<file path="src/rtl/multi_channel_timer_if.sv">
// Bundle between a timer block and its controller: per-channel
// arm/cancel/ack controls in, status and interrupt summary out.
interface multi_channel_timer_if #(
   parameter int CHANNELS = 4,
   parameter int WIDTH    = 8
);
   localparam int IDW = (CHANNELS > 1) ? $clog2(CHANNELS) : 1;

   logic [CHANNELS-1:0]       start;
   logic [CHANNELS-1:0]       cancel;
   logic [CHANNELS*WIDTH-1:0] period;
   logic [CHANNELS-1:0]       periodic;
   logic [CHANNELS-1:0]       ack;
   logic [CHANNELS-1:0]       busy;
   logic [CHANNELS*WIDTH-1:0] count;
   logic [CHANNELS-1:0]       expire;
   logic [CHANNELS-1:0]       pending;
   logic                      irq;
   logic [IDW-1:0]            irq_id;

   modport master (
      output start, cancel, period, periodic, ack,
      input  busy, count, expire, pending, irq, irq_id
   );

   modport slave (
      input  start, cancel, period, periodic, ack,
      output busy, count, expire, pending, irq, irq_id
   );
endinterface

</file>
<file path="src/rtl/multi_channel_timer.sv">
// Independent countdown channels with one-shot/periodic modes,
// sticky pending flags and a lowest-index interrupt summary.
module multi_channel_timer #(
   parameter int CHANNELS = 4,
   parameter int WIDTH    = 8
) (
   input  logic                 clk,
   input  logic                 reset,
   multi_channel_timer_if.slave bus
);
   localparam int IDW = (CHANNELS > 1) ? $clog2(CHANNELS) : 1;

   typedef enum logic {IDLE, RUN} state_t;

   logic [CHANNELS-1:0]       busy_v;
   logic [CHANNELS-1:0]       exp_v;
   logic [CHANNELS-1:0]       pend_v;
   logic [CHANNELS*WIDTH-1:0] cnt_v;
   logic [IDW-1:0]            id_v;

   for (genvar i = 0; i < CHANNELS; i++) begin : g_ch
      state_t           st;
      logic [WIDTH-1:0] cnt;
      logic [WIDTH-1:0] reload;
      logic             mode;
      logic             pend;
      logic [WIDTH-1:0] per_in;

      assign per_in   = bus.period[i*WIDTH +: WIDTH];
      assign exp_v[i] = (st == RUN) && (cnt == WIDTH'(1))
                        && !bus.cancel[i];

      always_ff @(posedge clk) begin
         if (reset) begin
            st     <= IDLE;
            cnt    <= '0;
            reload <= '0;
            mode   <= 1'b0;
            pend   <= 1'b0;
         end else begin
            // expiry sets pending even if ack arrives the same cycle
            if (exp_v[i])
               pend <= 1'b1;
            else if (bus.ack[i])
               pend <= 1'b0;

            if (bus.cancel[i]) begin
               st  <= IDLE;
               cnt <= '0;
            end else if (bus.start[i]) begin
               st     <= RUN;
               cnt    <= per_in;
               reload <= per_in;
               mode   <= bus.periodic[i];
            end else if (st == RUN) begin
               if (exp_v[i]) begin
                  if (mode) begin
                     cnt <= reload;
                  end else begin
                     st  <= IDLE;
                     cnt <= '0;
                  end
               end else begin
                  cnt <= cnt - WIDTH'(1);
               end
            end
         end
      end

      assign busy_v[i]               = (st == RUN);
      assign pend_v[i]               = pend;
      assign cnt_v[i*WIDTH +: WIDTH] = cnt;
   end

   always_comb begin
      id_v = '0;
      for (int k = CHANNELS - 1; k >= 0; k--)
         if (pend_v[k]) id_v = IDW'(k);
   end

   assign bus.busy    = busy_v;
   assign bus.count   = cnt_v;
   assign bus.expire  = exp_v;
   assign bus.pending = pend_v;
   assign bus.irq     = |pend_v;
   assign bus.irq_id  = id_v;
endmodule
</file>
<file path="src/flat_wrapper.sv">
// flat-port wrapper written by rule: the top's interface ports become plain ports
module multi_channel_timer_flat 
#(
   parameter int CHANNELS = 4,
   parameter int WIDTH    = 8
)
  (clk, reset, bus_start, bus_cancel, bus_period, bus_periodic, bus_ack, bus_busy, bus_count, bus_expire, bus_pending, bus_irq, bus_irq_id);
  multi_channel_timer_if #(.CHANNELS(CHANNELS), .WIDTH(WIDTH)) bus_i ();
  input  logic clk;
  input  logic reset;
  input wire logic [$bits(bus_i.start)-1:0] bus_start;
  input wire logic [$bits(bus_i.cancel)-1:0] bus_cancel;
  input wire logic [$bits(bus_i.period)-1:0] bus_period;
  input wire logic [$bits(bus_i.periodic)-1:0] bus_periodic;
  input wire logic [$bits(bus_i.ack)-1:0] bus_ack;
  output wire logic [$bits(bus_i.busy)-1:0] bus_busy;
  output wire logic [$bits(bus_i.count)-1:0] bus_count;
  output wire logic [$bits(bus_i.expire)-1:0] bus_expire;
  output wire logic [$bits(bus_i.pending)-1:0] bus_pending;
  output wire logic [$bits(bus_i.irq)-1:0] bus_irq;
  output wire logic [$bits(bus_i.irq_id)-1:0] bus_irq_id;
  assign bus_i.start = bus_start;
  assign bus_i.cancel = bus_cancel;
  assign bus_i.period = bus_period;
  assign bus_i.periodic = bus_periodic;
  assign bus_i.ack = bus_ack;
  assign bus_busy = bus_i.busy;
  assign bus_count = bus_i.count;
  assign bus_expire = bus_i.expire;
  assign bus_pending = bus_i.pending;
  assign bus_irq = bus_i.irq;
  assign bus_irq_id = bus_i.irq_id;
  multi_channel_timer #(.CHANNELS(CHANNELS), .WIDTH(WIDTH)) u_core (.clk(clk), .reset(reset), .bus(bus_i));
endmodule
</file>
<file path="config.mk">
export PLATFORM = sky130hd
export DESIGN_NAME = multi_channel_timer_flat
export DESIGN_NICKNAME = d
export VERILOG_FILES = /design/src/rtl/multi_channel_timer_if.sv /design/src/rtl/multi_channel_timer.sv /design/src/flat_wrapper.sv
export SDC_FILE = /design/constraint.sdc
export NUM_CORES = 1
export LEC_CHECK = 0
export CORE_MARGIN = 1.5
export CORE_UTILIZATION = 40
export CTS_BUF_LIST = sky130_fd_sc_hd__clkbuf_2 sky130_fd_sc_hd__clkbuf_4 sky130_fd_sc_hd__clkbuf_8
export DETAILED_ROUTE_END_ITERATION = 8
export PLACE_DENSITY = 0.71
export SYNTH_ARGS = -nofsm -noshare
export SYNTH_HDL_FRONTEND = slang
export SYNTH_SLANG_ARGS = --single-unit
</file>
<file path="constraint.sdc">
create_clock -name clk -period 2.19 [get_ports clk]
set_input_delay 0.438 -clock clk [delete_from_list [all_inputs] [get_ports clk]]
set_output_delay 0.438 -clock clk [all_outputs]
set_load 0.005 [all_outputs]
</file>
**Run 1: routed metal, one color a layer**

The bar under the picture is 20 um long.
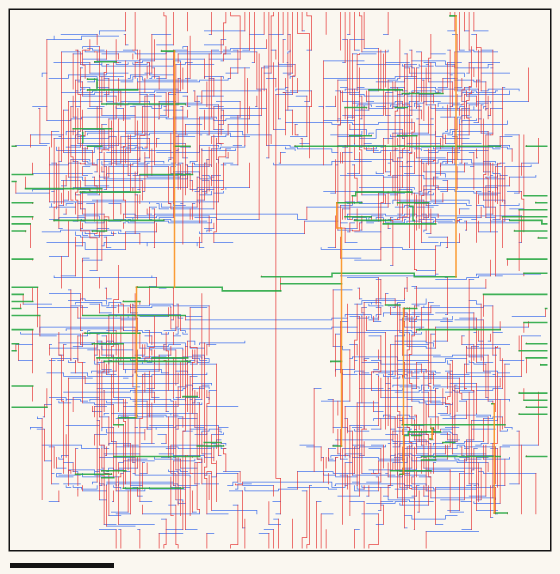
Key: M4 = orange [wire length 224 um]; M2 = red [wire length 5650 um]; M3 = green [wire length 687 um]; M1 = blue [wire length 5180 um]

**Run 1: cell area per tile**

10 x 10 tiles, from dark blue (low) to red (high), 0 to 100% covered.
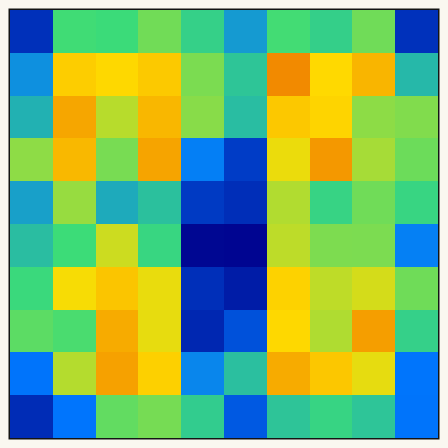
22% of the tiles are over 75% full. 2.0% of the tiles are nearly empty. The mean over all tiles is 52%. The emptiest ninth of the die: center. The fullest tile reaches 84%.

**Run 1: track usage over the die**

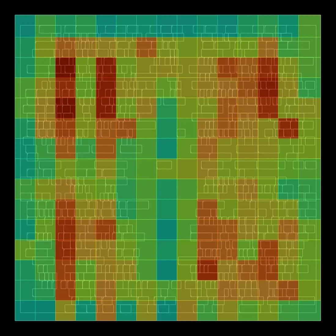
met3 track demand over resource in global routing: 0.0257
met2 demand-to-capacity share in global routing: 0.364
Final Util: 0.587
met1 track utilization from global routing: 0.273
final routed wire length divided by cell count: 14.8 um

==> results.cfg, run 1 <==
; synthesis and place-and-route metrics
[yosys]
synth.yosys.chip_area_um2 = 4090
synth.lib_cells_used.distinct = 49
synthTopCellsByArea = sky130_fd_sc_hd__dfxtp_1 37%, sky130_fd_sc_hd__nand2_1 8.1%, sky130_fd_sc_hd__a21oi_1 7.2%, sky130_fd_sc_hd__o21ai_0 4.3%, sky130_fd_sc_hd__a31oi_1 3.7%
enable_flop_cells = 0
yosys.stat.seqShare = 0.372
yosys_most_used_dff = sky130_fd_sc_hd__dfxtp_1
yosys_warnings = 0
synthArstFlopShare = 0

[placement]
numPlacedInstances = 776

[finish]
num_antenna_cells = 0
filler_cell_count = 916
layout-drive-gt1-share = 0.146
sequential_standard_cell_area_um2 = 1520

[critical_path]
critical_path.cell_chain = inv_2, ha_2, and4bb_2, nand3_2, clkinv_1, dlygate4sd2_1
cpPeakStageDelay_ns = 0.36
timing.critical_path.required_ns = 1.75
timing.rr.start = u_core.g_ch[1].cnt[1]
crit_arrival_ns = 1.62
rr_worst_depth = 7

[detailed_routing]
vias_per_cell = 5.48
antenna_violating_nets_post_route = 0
wl_met3_um = 687
drt-met1-wl_um = 5180
drc_errors = 0
met2_length_um = 5650

[status]
status = completed

[final_timing]
slew_viol_final = 0
final.period_utilization = 0.941
rsz0062_at_grt = false
setup_viol = 0

[clock_network]
cts.path.max_buffers = 2
cts_hold_buf = 0
cts_tree = done

[floorplan]
core.rowCount = 36
ports_placed_on_the_boundary = 97

[min_path]
hold_path_end = u_core.g_ch[1].reload[4]
==> run 1: critical path: cells and delay by family (launching register included) <==
kind          cells  cell delay [ns]
flops             1             0.36
fa+ha+maj         1             0.20
simple gates      2             0.32
buf+inv           3             0.41
==> run 1: metrics by stage <==
step | TNS, ns | worst slack, ns | util
after detailed placement | -1.08 | -0.223 | 0.552
after global placement | -0.752 | -0.230 | 0.552
after global routing | 0 | 0.0226 | 0.587
after floorplan | 0 | 0.323 | -
final | 0 | 0.128 | 0.587
after CTS | 0 | 0.122 | 0.587
==> run 1: synthesized netlist by cell type (2+ instances only) <==
library cell	count
sky130_fd_sc_hd__nor4_4	2
sky130_fd_sc_hd__nand2_1	88
sky130_fd_sc_hd__a21boi_0	2
sky130_fd_sc_hd__o2111ai_1	2
sky130_fd_sc_hd__a41oi_1	3
sky130_fd_sc_hd__nor4b_2	2
sky130_fd_sc_hd__nor2_1	22
sky130_fd_sc_hd__a21oi_1	59
sky130_fd_sc_hd__nor3b_1	8
sky130_fd_sc_hd__nor4_1	3
sky130_fd_sc_hd__o21ai_0	35
sky130_fd_sc_hd__o211ai_1	5
sky130_fd_sc_hd__clkinv_1	3
sky130_fd_sc_hd__a21o_1	3
sky130_fd_sc_hd__or3_1	6
sky130_fd_sc_hd__dfxtp_1	76
sky130_fd_sc_hd__nand3_1	15
sky130_fd_sc_hd__buf_1	4
sky130_fd_sc_hd__nor2b_1	6
sky130_fd_sc_hd__nand2b_1	10
sky130_fd_sc_hd__xor2_1	5
sky130_fd_sc_hd__a32oi_1	2
sky130_fd_sc_hd__inv_1	14
sky130_fd_sc_hd__and2_1	3
sky130_fd_sc_hd__nor4b_1	2
sky130_fd_sc_hd__clkbuf_1	20
sky130_fd_sc_hd__nor3_1	29
sky130_fd_sc_hd__a221oi_1	2
sky130_fd_sc_hd__or2_2	5
sky130_fd_sc_hd__nand4_1	5
sky130_fd_sc_hd__buf_4	9
sky130_fd_sc_hd__mux2i_1	8
sky130_fd_sc_hd__a211oi_1	18
sky130_fd_sc_hd__ha_1	8
sky130_fd_sc_hd__a31oi_1	24
sky130_fd_sc_hd__o311ai_0	3
sky130_fd_sc_hd__buf_2	3
sky130_fd_sc_hd__xnor2_1	5
==> run 1: sequential cells by signal (all words and copies together) (netlist names) <==
| register | count |
|---|---|
| u_core.g_ch.pend | 4 |
| u_core.g_ch.mode | 4 |
| u_core.g_ch.st | 4 |
| u_core.g_ch.cnt | 32 |
| u_core.g_ch.reload | 32 |
==> run 1: area by class of cell <==
| type | instances | share of cell area |
|---|---|---|
| multi-input cells | 401 | 0.415 |
| flip-flops and latches | 76 | 0.263 |
| repair buffers | 153 | 0.239 |
| well taps | 133 | 0.0288 |
| clock buffers | 12 | 0.0275 |
| clock inverters | 4 | 0.0164 |
| inverters | 17 | 0.0110 |
==> run 1: logic make-up (layout without fill, tap and decap cells) <==
kind of cell             Yosys count  count (layout)  synth area share
XOR/XNOR                          10              10            0.0214
flip-flops                        76              76             0.372
multiplexers                       8               8            0.0196
adder cells (fa/ha/maj)            8               8            0.0245
AND/OR/NAND/NOR                  215             215             0.273
buffers and inverters             53             186            0.0578
AND-OR/OR-AND                    160             160             0.232
**Run 1: clock distribution**

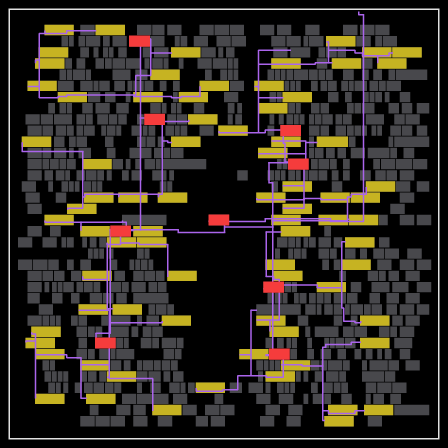

==> run 1 -> run 2 <==
--- a/config.mk
+++ b/config.mk
@@ -8,8 +8,9 @@
 export CORE_MARGIN = 1.5
 export CORE_UTILIZATION = 40
 export CTS_BUF_LIST = sky130_fd_sc_hd__clkbuf_2 sky130_fd_sc_hd__clkbuf_4 sky130_fd_sc_hd__clkbuf_8
+export CTS_CLUSTER_SIZE = 20
 export DETAILED_ROUTE_END_ITERATION = 8
-export PLACE_DENSITY = 0.71
+export PLACE_DENSITY = 0.74
 export SYNTH_ARGS = -nofsm -noshare
 export SYNTH_HDL_FRONTEND = slang
 export SYNTH_SLANG_ARGS = --single-unit
==> constraint.sdc (replaced) <==
create_clock -name clk -period 1.75 [get_ports clk]
set_input_delay 0.35 -clock clk [delete_from_list [all_inputs] [get_ports clk]]
set_output_delay 0.35 -clock clk [all_outputs]
set_load 0.005 [all_outputs]
**Run 2: clock distribution**

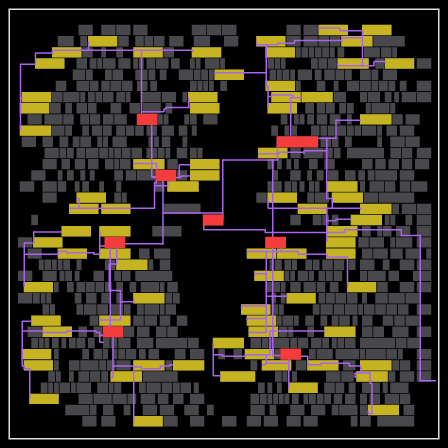
Key: flip-flops = yellow [count 76]; clock-net drivers = red [count 9]; clock wires = purple [length 992 um]
Position of the flops: spread over the die.

**Run 2: gate-type map**

The bar under the picture is 20 um long.
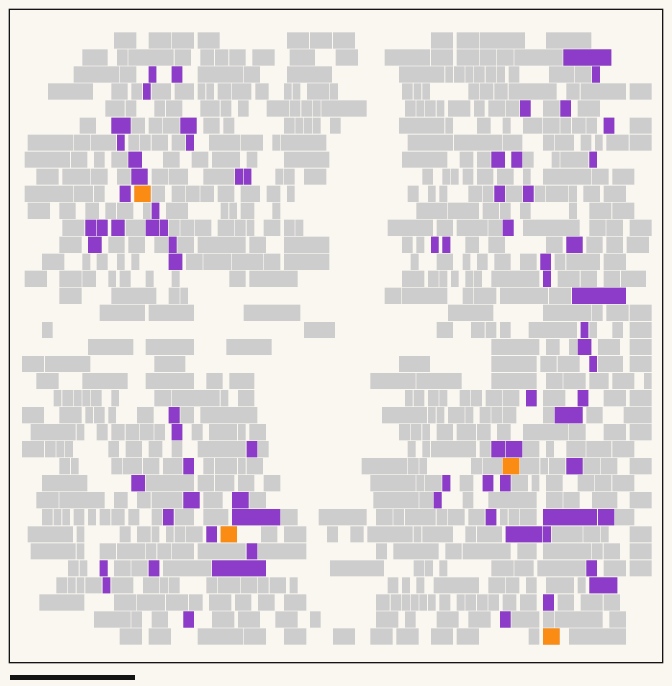
Key: non-inverting ao/oa cells = orange [cells 4, most used a21o_1]; nor cells = purple [cells 76, most used nor3_1, where spread over the die]

==> results.cfg, run 2 <==
; synthesis and place-and-route metrics
[status]
violations_in_the_final_reports = negative setup slack
status = finished with violations

[yosys]
netlist_top_cells_count = 88 x sky130_fd_sc_hd__nand2_1, 76 x sky130_fd_sc_hd__dfxtp_1, 59 x sky130_fd_sc_hd__a21oi_1
yosys.stat.seqShare = 0.372
yosys_most_used_dff = sky130_fd_sc_hd__dfxtp_1
synth.yosys.chip_area_um2 = 4090
synth.lib_cells_used.distinct = 49
enable_flop_cells = 0
synthTopCellsByArea = sky130_fd_sc_hd__dfxtp_1 37%, sky130_fd_sc_hd__nand2_1 8.1%, sky130_fd_sc_hd__a21oi_1 7.2%, sky130_fd_sc_hd__o21ai_0 4.3%, sky130_fd_sc_hd__a31oi_1 3.7%
synthMostInstantiatedCell = sky130_fd_sc_hd__nand2_1
yosys_warnings = 0

[critical_path]
crit_arrival_ns = 2.06
critical_path.top_delay_family = simple AND/OR/NAND/NOR gates
timing.rr.start = u_core.g_ch[1].cnt[1]
critical_path.cell_chain = inv_2, ha_4, buf_6, or4b_4, nor3_4, a21oi_1, a211oi_1
timing.critical_path.required_ns = 2.01

[floorplan]
ports_placed_on_the_boundary = 97
core.rowCount = 36

[placement]
pre_cts_ws_ns = -0.437
numPlacedInstances = 808

[detailed_routing]
antenna_violating_nets_post_route = 0
wl_per_cell_um = 14.8
drc_errors = 0

[finish]
largest_registers = u_core.g_ch.cnt: 32 flops, u_core.g_ch.reload: 32 flops
layout.core_utilization = 0.624

[final_timing]
setup_viol = 6
setup-tns-final_ns = -0.206
final.period_utilization = 1.03
setup_ws_ns = -0.0476
slew_viol_final = 0

[clock_network]
cts_tree = done
cts.path.max_buffers = 2
-- run 2: cell counts after synthesis --
Identical to the previous run, type by type.
-- run 2: metal layers --
metal / up-vias / routed length [um] / GRT usage
met5: - / 0 / 0
met4: 0 / 241 / 0.0903
met3: 26 / 630 / 0.0432
met2: 158 / 5840 / 0.366
met1: 2074 / 5630 / 0.288
li1: 2239 / - / -
-- run 2: cell families after synthesis --
kind of cell    count (synthesis)  share of synthesized area
simple gates                  215                      0.273
flops                          76                      0.372
xor+xnor                       10                     0.0214
buf+inv                        53                     0.0578
compound gates                160                      0.232
fa+ha+maj                       8                     0.0245
mux                             8                     0.0196
-- run 2: final timing paths --
kind | cells past startpoint | end
max | 7 | u_core.g_ch[1].cnt[7]
min | 2 | u_core.g_ch[3].reload[5]
max reg2reg | 7 | u_core.g_ch[1].cnt[7]
min reg2reg | 2 | u_core.g_ch[1].reload[5]
-- run 2: cell type report --
cell class	instances	area [um^2]
Fill cell	831	3710
Inverter	17	65.1
Clock inverter	4	22.5
Tap cell	133	166
Timing Repair Buffer	191	1700
Clock buffer	12	165
Sequential cell	76	1560
Multi-Input combinational cell	401	2480
-- run 2: power by group through the flow --
stage	Clock [mW]	Combinational, mW	Sequential, mW
2_1_floorplan	0	0.457	1.92
3_3_place_gp	0	0.918	1.91
3_5_place_dp	0	0.937	1.91
4_1_cts	1.29	0.968	1.88
5_1_grt	1.36	1.08	1.89
6_report	1.26	0.990	1.88
-- run 2: what timing repair did --
action | in CTS | in global routing
setup buffers | 7 | 5
hold buffers | 0 | 0
cloned | 0 | 0
pin swaps | 12 | 13
resized | 69 | 19
setup endpoints to repair | 29 | 35
Power and IR drop assume default switching activity.
